Fig. 1: run 1, close-up of the layout
Bar = 5 um. Window x 52 to 72, y 54 to 74 um. Cells in gray, sequential cells in the stronger gray; small squares are vias.
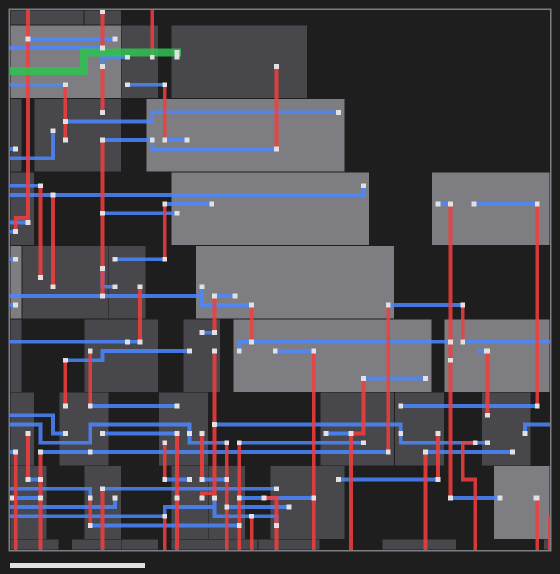
Fig. 2: run 1, wire density map
The die is cut into 17 by 17 equal tiles; white is low, dark blue is high, scaled to the fullest tile. Values are wire area over tile area, all layers added.
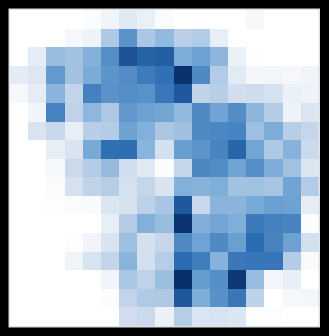
Fig. 3: run 1, congestion heat map
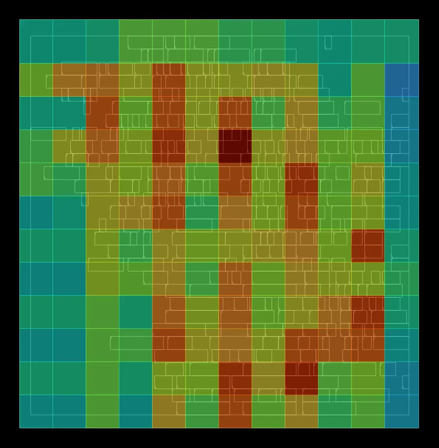
===== src/rtl/uart_cmd_parser.sv =====
`timescale 1ns/1ps
// -----------------------------------------------------------------------------
// uart_cmd_parser
//
// Parses 4-byte command frames arriving from a UART byte receiver, updates a
// 4-bit LED register, and answers through a UART byte transmitter.
//
// Frame: 0x55 (header), CMD, ARG, CHK, where a valid CHK equals CMD ^ ARG.
//   CMD 0x01 : led_flag  = ARG[3:0]
//   CMD 0x02 : led_flag |= ARG[3:0]
//   CMD 0x03 : led_flag &= ~ARG[3:0]
//   CMD 0x04 : query, led_flag unchanged
// A valid frame is answered with ACK (0x06) followed by a status byte
// {4'h0, led_flag}. A rejected frame is answered with NAK (0x15) and a
// one-cycle frame_err pulse. A stalled frame (inter-byte gap reaching
// TIMEOUT_CYC cycles) is dropped with a frame_err pulse and no reply.
//
// Parameters
//   TIMEOUT_CYC : inter-byte timeout in clk cycles, legal range 2..2^26-1.
//
// Ports
//   clk       in   system clock, rising edge
//   reset     in   synchronous, active-high reset
//   rx_Data   in   [7:0] received byte, valid while Rx_done=1
//   Rx_done   in   one-cycle strobe per received byte
//   tx_Data   out  [7:0] byte to transmit, stable while Send_Go=1
//   Send_Go   out  transmit request, held high until Tx_done
//   Tx_done   in   one-cycle strobe at end of the transmitted byte
//   led_flag  out  [3:0] LED state register
//   frame_err out  one-cycle pulse per rejected or timed-out frame
// -----------------------------------------------------------------------------
module uart_cmd_parser #(
  parameter int unsigned TIMEOUT_CYC = 5000000
) (
  input  logic       clk,
  input  logic       reset,
  input  logic [7:0] rx_Data,
  input  logic       Rx_done,
  output logic [7:0] tx_Data,
  output logic       Send_Go,
  input  logic       Tx_done,
  output logic [3:0] led_flag,
  output logic       frame_err
);

  typedef enum logic [2:0] {
    IDLE,
    GET_CMD,
    GET_ARG,
    GET_CHK,
    EXEC,
    SEND_ACK,
    SEND_STAT,
    SEND_NAK
  } state_t;

  localparam int unsigned CNT_W   = 26;
  localparam logic [7:0]  HDR     = 8'h55;
  localparam logic [7:0]  ACK     = 8'h06;
  localparam logic [7:0]  NAK     = 8'h15;
  // The cycle carrying the last accepted byte counts as cycle 0 of the gap,
  // and the counter reads 0 in the cycle after it. Expiring at TIMEOUT_CYC-2
  // makes the registered frame_err appear exactly TIMEOUT_CYC cycles after
  // that byte.
  localparam logic [CNT_W-1:0] TO_LAST = CNT_W'(TIMEOUT_CYC - 2);

  state_t           state_q;
  logic [7:0]       cmd_q;
  logic [7:0]       arg_q;
  logic [7:0]       chk_q;
  logic [CNT_W-1:0] to_cnt_q;
  logic [7:0]       tx_data_q;
  logic             send_go_q;
  logic [3:0]       led_q;
  logic             frame_err_q;

  logic             in_get;
  logic             timeout;
  logic             frame_ok;

  function automatic logic [3:0] apply_cmd(input logic [7:0] cmd,
                                           input logic [3:0] led,
                                           input logic [3:0] mask);
    logic [3:0] res;
    res = led;
    case (cmd)
      8'h01:   res = mask;
      8'h02:   res = led | mask;
      8'h03:   res = led & ~mask;
      default: res = led;
    endcase
    return res;
  endfunction

  assign in_get   = (state_q == GET_CMD) || (state_q == GET_ARG) ||
                    (state_q == GET_CHK);
  // A byte arriving in the expiry cycle wins over the timeout.
  assign timeout  = in_get && !Rx_done && (to_cnt_q == TO_LAST);
  assign frame_ok = (chk_q == (cmd_q ^ arg_q)) &&
                    (cmd_q >= 8'h01) && (cmd_q <= 8'h04);

  always_ff @(posedge clk) begin
    if (reset) begin
      state_q     <= IDLE;
      to_cnt_q    <= '0;
      tx_data_q   <= 8'h00;
      send_go_q   <= 1'b0;
      led_q       <= 4'h0;
      frame_err_q <= 1'b0;
    end else begin
      frame_err_q <= 1'b0;

      if (in_get && !Rx_done && !timeout) begin
        to_cnt_q <= to_cnt_q + 1'b1;
      end else begin
        to_cnt_q <= '0;
      end

      case (state_q)
        IDLE: begin
          if (Rx_done && (rx_Data == HDR)) begin
            state_q <= GET_CMD;
          end
        end

        GET_CMD: begin
          if (Rx_done) begin
            cmd_q   <= rx_Data;
            state_q <= GET_ARG;
          end else if (timeout) begin
            state_q     <= IDLE;
            frame_err_q <= 1'b1;
          end
        end

        GET_ARG: begin
          if (Rx_done) begin
            arg_q   <= rx_Data;
            state_q <= GET_CHK;
          end else if (timeout) begin
            state_q     <= IDLE;
            frame_err_q <= 1'b1;
          end
        end

        GET_CHK: begin
          if (Rx_done) begin
            chk_q   <= rx_Data;
            state_q <= EXEC;
          end else if (timeout) begin
            state_q     <= IDLE;
            frame_err_q <= 1'b1;
          end
        end

        EXEC: begin
          send_go_q <= 1'b1;
          if (frame_ok) begin
            led_q     <= apply_cmd(cmd_q, led_q, arg_q[3:0]);
            tx_data_q <= ACK;
            state_q   <= SEND_ACK;
          end else begin
            tx_data_q   <= NAK;
            frame_err_q <= 1'b1;
            state_q     <= SEND_NAK;
          end
        end

        SEND_ACK: begin
          // Drop Send_Go for one cycle and stage the status byte; SEND_STAT
          // re-raises the request on its first cycle.
          if (Tx_done) begin
            send_go_q <= 1'b0;
            tx_data_q <= {4'h0, led_q};
            state_q   <= SEND_STAT;
          end
        end

        SEND_STAT: begin
          if (!send_go_q) begin
            send_go_q <= 1'b1;
          end else if (Tx_done) begin
            send_go_q <= 1'b0;
            state_q   <= IDLE;
          end
        end

        SEND_NAK: begin
          if (Tx_done) begin
            send_go_q <= 1'b0;
            state_q   <= IDLE;
          end
        end

        default: begin
          state_q   <= IDLE;
          send_go_q <= 1'b0;
        end
      endcase
    end
  end

  assign tx_Data   = tx_data_q;
  assign Send_Go   = send_go_q;
  assign led_flag  = led_q;
  assign frame_err = frame_err_q;

endmodule


===== config.mk =====
export PLATFORM = sky130hd
export DESIGN_NAME = uart_cmd_parser
export DESIGN_NICKNAME = d
export VERILOG_FILES = /design/src/rtl/uart_cmd_parser.sv
export SDC_FILE = /design/constraint.sdc
export NUM_CORES = 1
export LEC_CHECK = 0
export CORE_AREA = 2 2 81 83
export CTS_CLUSTER_DIAMETER = 30
export DETAILED_ROUTE_END_ITERATION = 8
export DIE_AREA = 0 0 83 85
export MAX_ROUTING_LAYER = met4
export PLACE_DENSITY = 0.78
export SLEW_MARGIN = 10
export SYNTH_ARGS = -nofsm -noshare
export SYNTH_HDL_FRONTEND = slang
export SYNTH_SLANG_ARGS = --single-unit

===== constraint.sdc =====
create_clock -name clk -period 2.7 [get_ports clk]
set_input_delay 0.27 -clock clk [delete_from_list [all_inputs] [get_ports clk]]
set_output_delay 0.27 -clock clk [all_outputs]
set_load 0.01 [all_outputs]

==> out/qor.csv, run 1 <==
stage,metric,value,unit
yosys,syn_area,2980,sq um
final_timing,fin_crit,2.47,ns
floorplanning,rows,29,
layout,largest_register_ffs,26,
cts,clk_latency,0.34,ns
final_timing,setup_viol,0,
drt,drt-total-wl,5840,um
drt,wl_met2,2670,um
power,vdd_drop_max,0.291,mV
yosys,async_reset_ff_share,0,%
floorplanning,die_h,85,um
layout,logic_gates,219,
cts,cts_sinks,64,
yosys,synth-edff-count,24,
setup_path,path_depth,5,
cts,numCtsBuffers,9,
yosys,synth-compound-area-share,8.26,%
power,power_top_consumer,sequential cells,
layout,seqCellArea,1520,sq um
final_timing,fin_crit_sh,91.5,%
power,power,2.15,mW
final_timing,maxSlewViolCount,0,
setup_path,crit_path_end,led_flag[2],
global_routing,grt.busiest_layer,met2,
cts,htreeDepth,3,
cts,cts_root_buffer,clkbuf_8,
worst_hold_path,hold_path.class,reg -> reg,
floorplanning,io-pin-count,26,
layout,clkbuf_count,13,
final_timing,hold_viol_final,0,
layout,final_layout_size_suffix_gt1_share,8.63,%
yosys,area_leaders,"dfxtp_1 27%, edfxtp_1 24%, xnor2_1 8.2%, nor2_1 5.0%, nand2_1 2.9%",
worst_hold_path,holdPathEnd,tx_Data[4],
drt,avgViaCountPerCell,5.54,
power,clockPowerShare,39.7,%
yosys,synth-xor-area-share,10.6,%
setup_path,rr_endpoint,led_flag[2],
run_status,status,finished clean,
placement,dp_slack,0.299,ns
worst_hold_path,worstHoldPathCells,2,
layout,sh_comb_area,39.0,%
global_routing,antenna_found_initial,0,
layout,n_sequential_cell,64,
power,powerClk,854,uW
layout,final_cell_mix,"40 x dfxtp_1, 40 x nor2_1, 28 x xnor2_1",
final_timing,fmax,405,MHz
drt,firstDrtPassIters,4,
Notes on Fig. 1 above:
| layer | color |
|---|---|
| M3 | green |
| M1 | blue |
| M2 | red |
cells with their middle in the window: 24
netlist names of flops here include: to_cnt_q (3)
sequential cells in the window: 7
most frequent: dfxtp_1 (7), nor2_1 (6), a21oi_1 (3)

Notes on Fig. 2 above:
mean over tiles: 0.13
nearly empty tiles: 25%
densest ninth of the die: top middle
fullest tile: 0.45

Notes on Fig. 3 above:
met2 Use GR: 27.7%
DR WL/cell: 14.2 um
Final Core Density: 56.2%
met3 GRT Util: 5.35%

Fig. 4: run 1, M1 wires
Bar = 20 um.
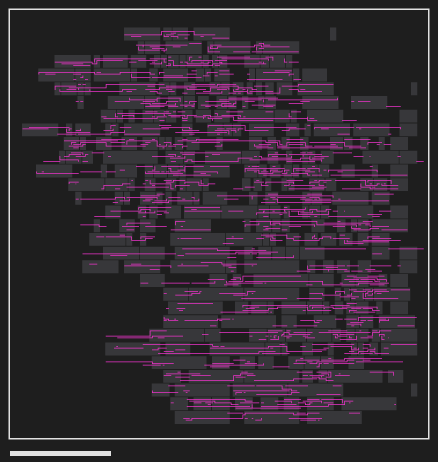

==> run 2, diff against run 1 <==
Settings changed: ABC_AREA set to 1, CORE_AREA 2 2 81 83 to 2 2 86 88, CTS_CLUSTER_SIZE set to 14, DIE_AREA 0 0 83 85 to 0 0 88 90.
Fig. 5: run 2, M1 wires
Bar = 20 um.
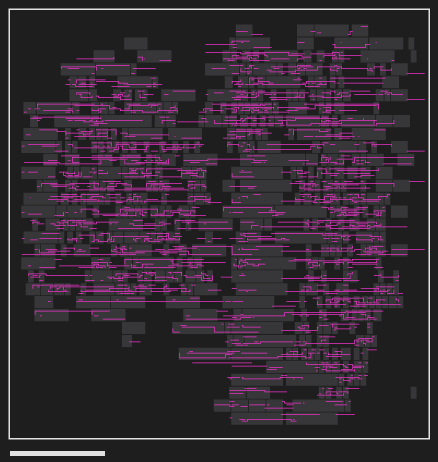
share of all routed wire: 45%
main direction: horizontal
wire length on this layer: 3200 um
longest straight run: 30.8 um
nets with wire on the layer: 485

==> run 2 against run 1 <==
  * Clock power is 3.0% lower
  * Setup slack gained 0.57 ns
  * Register-to-register slack better by 0.57 ns
  * Routed wire length rose by 23%
  * Largest power group unchanged
==> out/qor.csv, run 2 <==
stage,metric,value,unit
drt,wire_per_inst,12.0,um
global_routing,antenna_found_initial,0,
power,power,2.17,mW
setup_path,rr_endpoint,to_cnt_q[10],
global_routing,grt.busiest_layer,met2,
final_timing,fin_crit,1.90,ns
power,clockPowerShare,38.2,%
yosys,async_reset_ff_share,0,%
layout,logic_gates,324,
layout,final_cell_mix,"124 x nand2_1, 67 x inv_1, 59 x nor2_1",
power,power_top_consumer,sequential cells,
layout,final_layout_size_suffix_gt1_share,8.80,%
drt,avgViaCountPerCell,5.04,
drt,wl_met2,3460,um
setup_path,path_depth,11,
final_timing,fin_crit_sh,70.2,%
run_status,status,finished clean,
global_routing,met3_usage,3.76,%
cts,numCtsBuffers,9,
floorplanning,io-pin-count,26,
layout,seqCellArea,1520,sq um
yosys,syn_area,3410,sq um
yosys,synth-edff-count,24,
power,vdd_drop_max,0.284,mV
yosys,synth-xor-area-share,2.05,%
floorplanning,die_h,90,um
worst_hold_path,hold_path.class,reg -> reg,
drt,drt-total-wl,7170,um
layout,sh_comb_area,40.3,%
cts,clk_latency,0.35,ns
floorplanning,rows,31,
setup_path,crit_path_end,to_cnt_q[10],
==> run 3, diff against run 2 <==
Settings changed: PLACE_DENSITY 0.78 to 0.8.
Clock period 2.7 ns to 1.6 ns, I/O delays scaled along.
==> run 3 against run 2 <==
  * The flow now finishes with violations (negative setup slack)
  * Maximum frequency up 17%
  * Combinational power up 130%
  * Clock skew down 0.0033 ns
  * First-iteration DRC count down 4.7%
  * Largest power group unchanged
  * Highest routed layer unchanged
==> out/qor.csv, run 3 <==
stage,metric,value,unit
power,vdd_drop_max,0.508,mV
global_routing,met3_usage,2.94,%
layout,largest_register_ffs,26,
layout,n_sequential_cell,64,
final_timing,fin_crit,1.62,ns
layout,final_layout_size_suffix_gt1_share,24.4,%
setup_path,rr_endpoint,to_cnt_q[19],
power,power,3.75,mW
global_routing,antenna_found_initial,0,
worst_hold_path,holdPathEnd,to_cnt_q[25],
cts,clk_latency,0.34,ns
layout,seqCellArea,1540,sq um
cts,numCtsBuffers,9,
final_timing,fin_crit_sh,101,%
layout,logic_gates,324,
run_status,status,"complete, but fails checks",
layout,utilization,63.6,%
setup_path,path_depth,7,
drt,firstDrtPassIters,5,
cts,cts_sinks,64,
yosys,synth-edff-count,24,
power,clockPowerShare,35.0,%
worst_hold_path,worstHoldPathCells,2,
floorplanning,rows,31,
final_timing,maxSlewViolCount,0,
final_timing,setup_viol,2,
floorplanning,io-pin-count,26,
power,powerClk,1.31,mW
yosys,synth-compound-area-share,7.15,%
run_status,violations,negative setup slack,
yosys,async_reset_ff_share,0,%
final_timing,worst_slack,-0.0201,ns
cts,htreeDepth,3,
yosys,syn_area,3410,sq um
final_timing,fmax,617,MHz
Fig. 6: run 3, congestion heat map
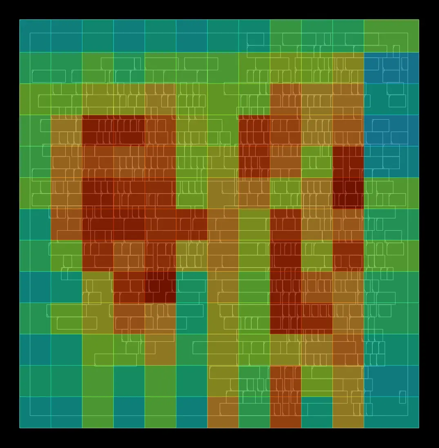
met2 Use GR: 39.1%
overall global routing resource usage: 22.3%
M1 GR Usage: 24.7%


==> screenshots <==
Routed metal, one color a layer.
Bar = 20 um. Only two layers are drawn.
picture 1
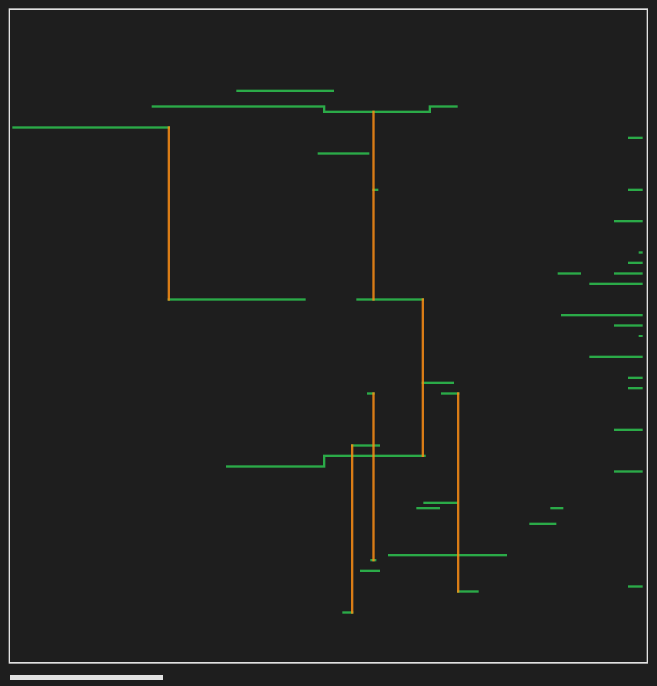
picture 2
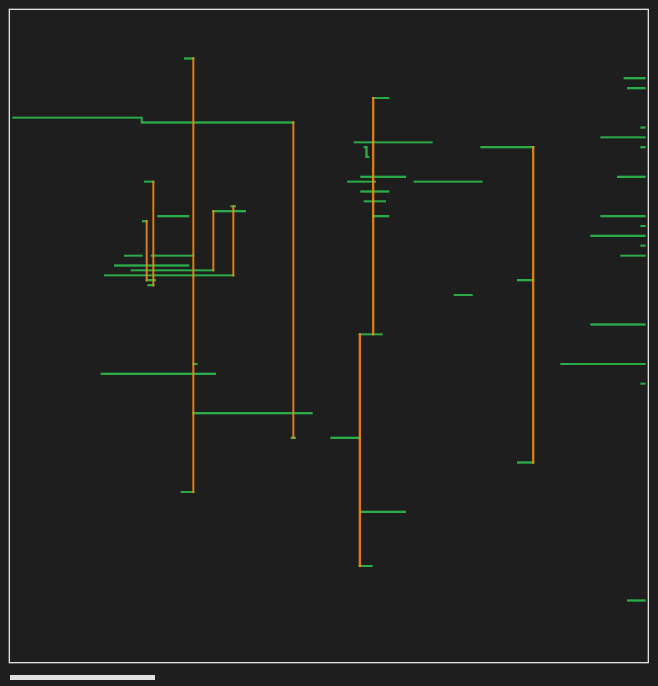
- picture 2 = run 2
- picture 1 = run 1
- most wire: picture 2

Power and IR drop assume default switching activity.
